Design vmicro16_timer_multi_apb, sky130hd; sources not shown.
**Placed cells, one color a class**

The bar under the picture is 50 um long. Fill, decap, tap and diode cells in gray.
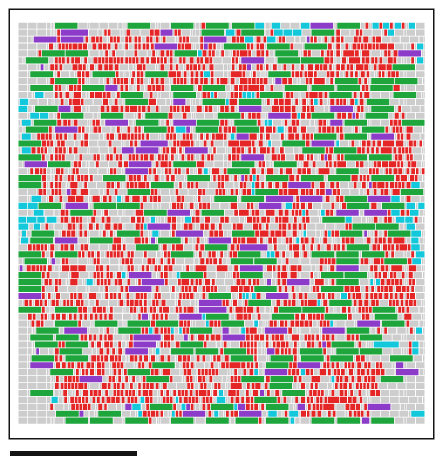
legend:
  combinational and other logic:
    color: red
    cells: 1825
    share_of_their_area: 51%
  clock drivers and dummy loads:
    color: purple
    cells: 102
    share_of_their_area: 12%
  other buffers and delay cells:
    color: cyan
    cells: 126
    share_of_their_area: 5.6%
  flops:
    color: green
    cells: 208
    share_of_their_area: 32%
Final Util: 66.2%
Seq area share: 31.2%

**Metal 1**

Supply wires on this layer in gray.
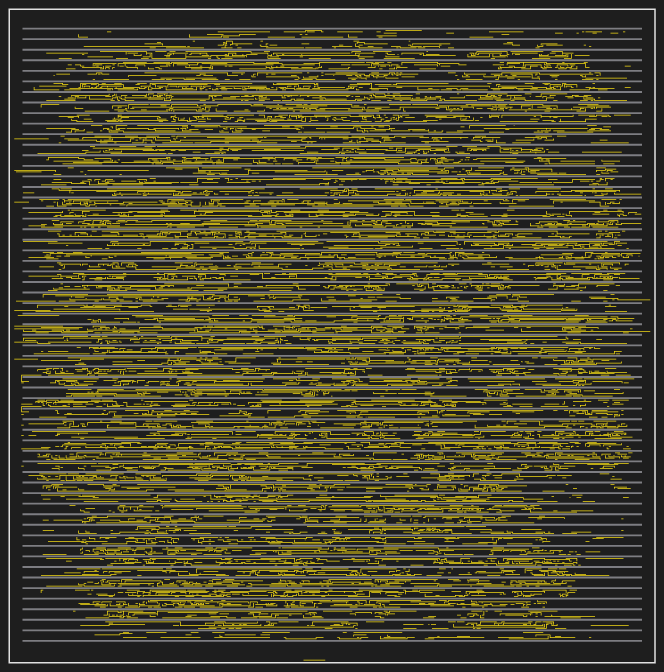
nets with wire on the layer: 2102
wire length on this layer: 21.1 mm
main direction: horizontal
total routed wirelength: 50500 um
via count: 15200
met1 Use GR: 51.3%

**Wiring heat map**

33 x 34 tiles, from black (low) to pale yellow (high), scaled to the fullest tile. Values are wire area over tile area, all layers added.
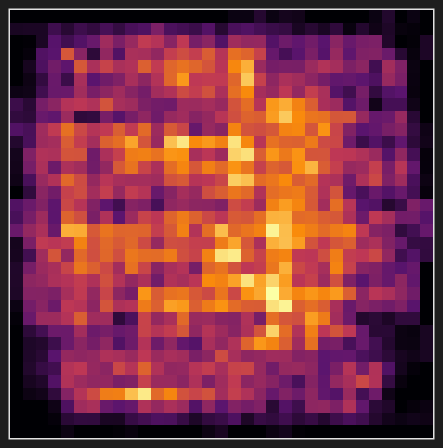
densest ninth of the die: center
tiles over half the peak: 31%
fullest tile: 0.82
nearly empty tiles: 8.7%
mean over tiles: 0.31
Global Route Usage Sum: 36.5%
routed length per instance: 19.5 um

==> summary.txt <==
run metrics: grt total ovfl=0, Vias per Instance=5.87, hold violation count in the final report=0, Max Slew Vio Count=0, fin nets=2269, TritonCTS clock tree=done, worst relative slew slack=49.7%, Max VDD drop=between 0.0003 and 0.0004 V, Log Warnings=between 40 and 50, Peak Freq=around 220 MHz, min Tclk post-route=around 4.5 ns, Area Growth Syn to Fin=21.0%, register area=5200 sq um, switching share of power=a little over a third, internal power=0.00577 W, # hold bufs at CTS=0, Seq share, synth=37.8%, clock skew=between 0.01 and 0.015 ns, Die X=between 150 and 200 um, # fillers=roughly 2200, fa+ha+maj area frac=about 1.5%, slowest stage cell, crit path=clkdlybuf4s50_1, Synth Area in Simple Gates=between 30% and 40%, Ports=between 70 and 80, Clock Latency Late Sink=0.57 ns, CP max FO=10, number of global-route vias before repair=~14000, Comb pwr share=about 27%, ANT nets after route=0, Final Cycle Share=99.5%, YS chip area=about 14000 sq um, count of cell types in the netlist=44, first-pass GRT wire length=around 80000 um, post-synthesis cell count from yosys=2099, Synth logic family=simple AND/OR/NAND/NOR gates, sequential power share=27.4%, critical path, cell by cell=clkdlybuf4s50_1, inv_2, clkbuf_1, o21ai_0, o221ai_1, nand2_1, nand3_1, a21oi_1, clkdlybuf4s15_2, Final Wtd Congestion=between 1 and 1.5, die area=roughly 28000 sq um, Longest Clk Path Bufs=3, Setup CP Type=input port to primary output, Worst Reg2Reg Path Length in Cells=13, Worst Path Required=3.60 ns, fin cells=2591, HPWL Detailed=about 37000 um, Worst-Margin Slew=about 0.75 ns, clock power share=around 45%, Max-Cap Viols=0, Post-synth top flop=dfrtp_1, initial antenna violation count=0, clk sinks=208, Hold Crit Class=input port to asynchronous set/reset pin, Root Driver=clkbuf_16, CP Launch Type=input port, H-Tree Depth=2, DR DRC count=0, R2R Setup Slk=2.15 ns, Pre-Place Util=between 50 and 60%, Synth mux share=0%, logic area=roughly 7400 sq um, share of cells above drive strength 1=under 10%, RSZ-0062 raised after global routing=false, sw power=0.00314 W, Synth Cell Area=~14000 sq um, CP Capture Type=primary output, total CTS buffers=~55, CTS resizes=46, CTS clk-pin slew, worst paths=approximately 0.050 ns, Max stage delay on crit path=0.63 ns, initial drt markers=about 2100, core area=~25000 sq um, warnings from Yosys=0, xor+xnor area frac=1.72%, DR pass1 iterations=6, row cnt=about 58, crit path DAT=~3.6 ns, ant diodes=0, largest net degree at the start of global routing=approximately 120, Post-synth ARST share=100%, cell count after synthesis=between 2000 and 2500, syn_area_per_cell=roughly 6.6 sq um, Power Density=535 nW/um^2, status=finished, final reports clean, Post-CTS Setup Bufs=0, I/O Buffers=around 48, DP Cell Count=between 2000 and 2500, Synth Register Bits=roughly 210, Post-synth EDFFs=0, final setup violation count=0, Die Y=168 um, Leak=8.59 nW, Synth Area in Compound Gates=14.1%
-- stage by stage --
stage	hold slack, ns	worst slack [ns]	TNS (ns)	total power [W]	instance area (sq um)
after detailed placement	0.473	-0.585	-6.70	0.00481	14700
after floorplan	0.453	0.960	0	0.00415	13800
after global routing	0.411	0.00492	0	0.00938	16700
after CTS	0.405	-0.0337	-0.0337	0.00883	16700
final	0.353	0.0246	0	0.00891	16700
after global placement	0.468	-6.50	-1355.56	0.00475	14700
-- metal layers --
metal,vias to the layer above,GRT usage (%),part of all wire (%)
li1,7061,-,-
met1,7094,51.3,42
met2,887,53.5,43
met3,171,5.64,11
met4,0,14.1,4.8
met5,-,-,0
-- synth_stat cells, types with 17 or more instances --
cell / number / area (sq um)
nand4_1: 17 / 106
buf_2: 21 / 105
a21oi_1: 60 / 300
nor2_1: 195 / 732
clkbuf_1: 34 / 128
nand2_1: 738 / 2770
xor2_1: 21 / 184
o211ai_1: 24 / 180
o21ai_0: 206 / 1030
dfrtp_1: 208 / 5200
o221ai_1: 23 / 201
nand3_1: 206 / 1030
o22ai_1: 20 / 125
inv_1: 207 / 777
-- placed cells by master, fill, tap and decap left out, drive strengths merged --
master,n
nor2,207
o221ai,23
clkinvlp,5
clkdlybuf4s15,8
bufinv,7
buf,43
clkinv,19
o211ai,24
a211oi,1
ha,16
nor3,10
a21oi,61
a31oi,1
inv,220
nand3,212
o21ai,208
nand2,749
nand4,19
xnor2,6
o22ai,20
conb,12
o21bai,2
or2,2
a21o,1
dlygate4sd2,5
xor2,21
a31o,1
dfrtp,208
o31ai,1
and2,2
a22oi,1
clkdlybuf4s50,31
clkbuf,112
o21a,2
o2111ai,1
-- power groups by stage --
stage | Sequential [W] | Clock, W | Combinational [W]
finish | 0.00244 | 0.00402 | 0.00244
floorplan | 0.00238 | 0 | 0.00177
global placement | 0.00245 | 0 | 0.00230
global route | 0.00248 | 0.00412 | 0.00277
detailed placement | 0.00245 | 0 | 0.00236
CTS | 0.00243 | 0.00401 | 0.00238
-- final cells by class --
cell class / instances / area share [%]
multi-input combinational: 1603 / 44.4
sequential: 208 / 31.2
clock buffer: 73 / 9.34
inverter: 222 / 5.01
timing repair buffer: 49 / 3.02
tap: 330 / 2.48
buffer: 77 / 2.42
clock inverter: 29 / 2.11
-- critical path: cells and delay by family --
kind | cells | cell delay [ns]
AOI/OAI and AO/OA | 3 | 0.99
and+or+nand+nor | 2 | 0.17
buffers and inverters | 4 | 1.51
-- cell families after synthesis --
family	count (synthesis)
and+or+nand+nor	1201
adders and majority gates	16
AOI/OAI and AO/OA	347
xor gates and xnor gates	27
buffers and inverters	299
DFF	208
other	1
Power is estimated from default activity; no workload was simulated.
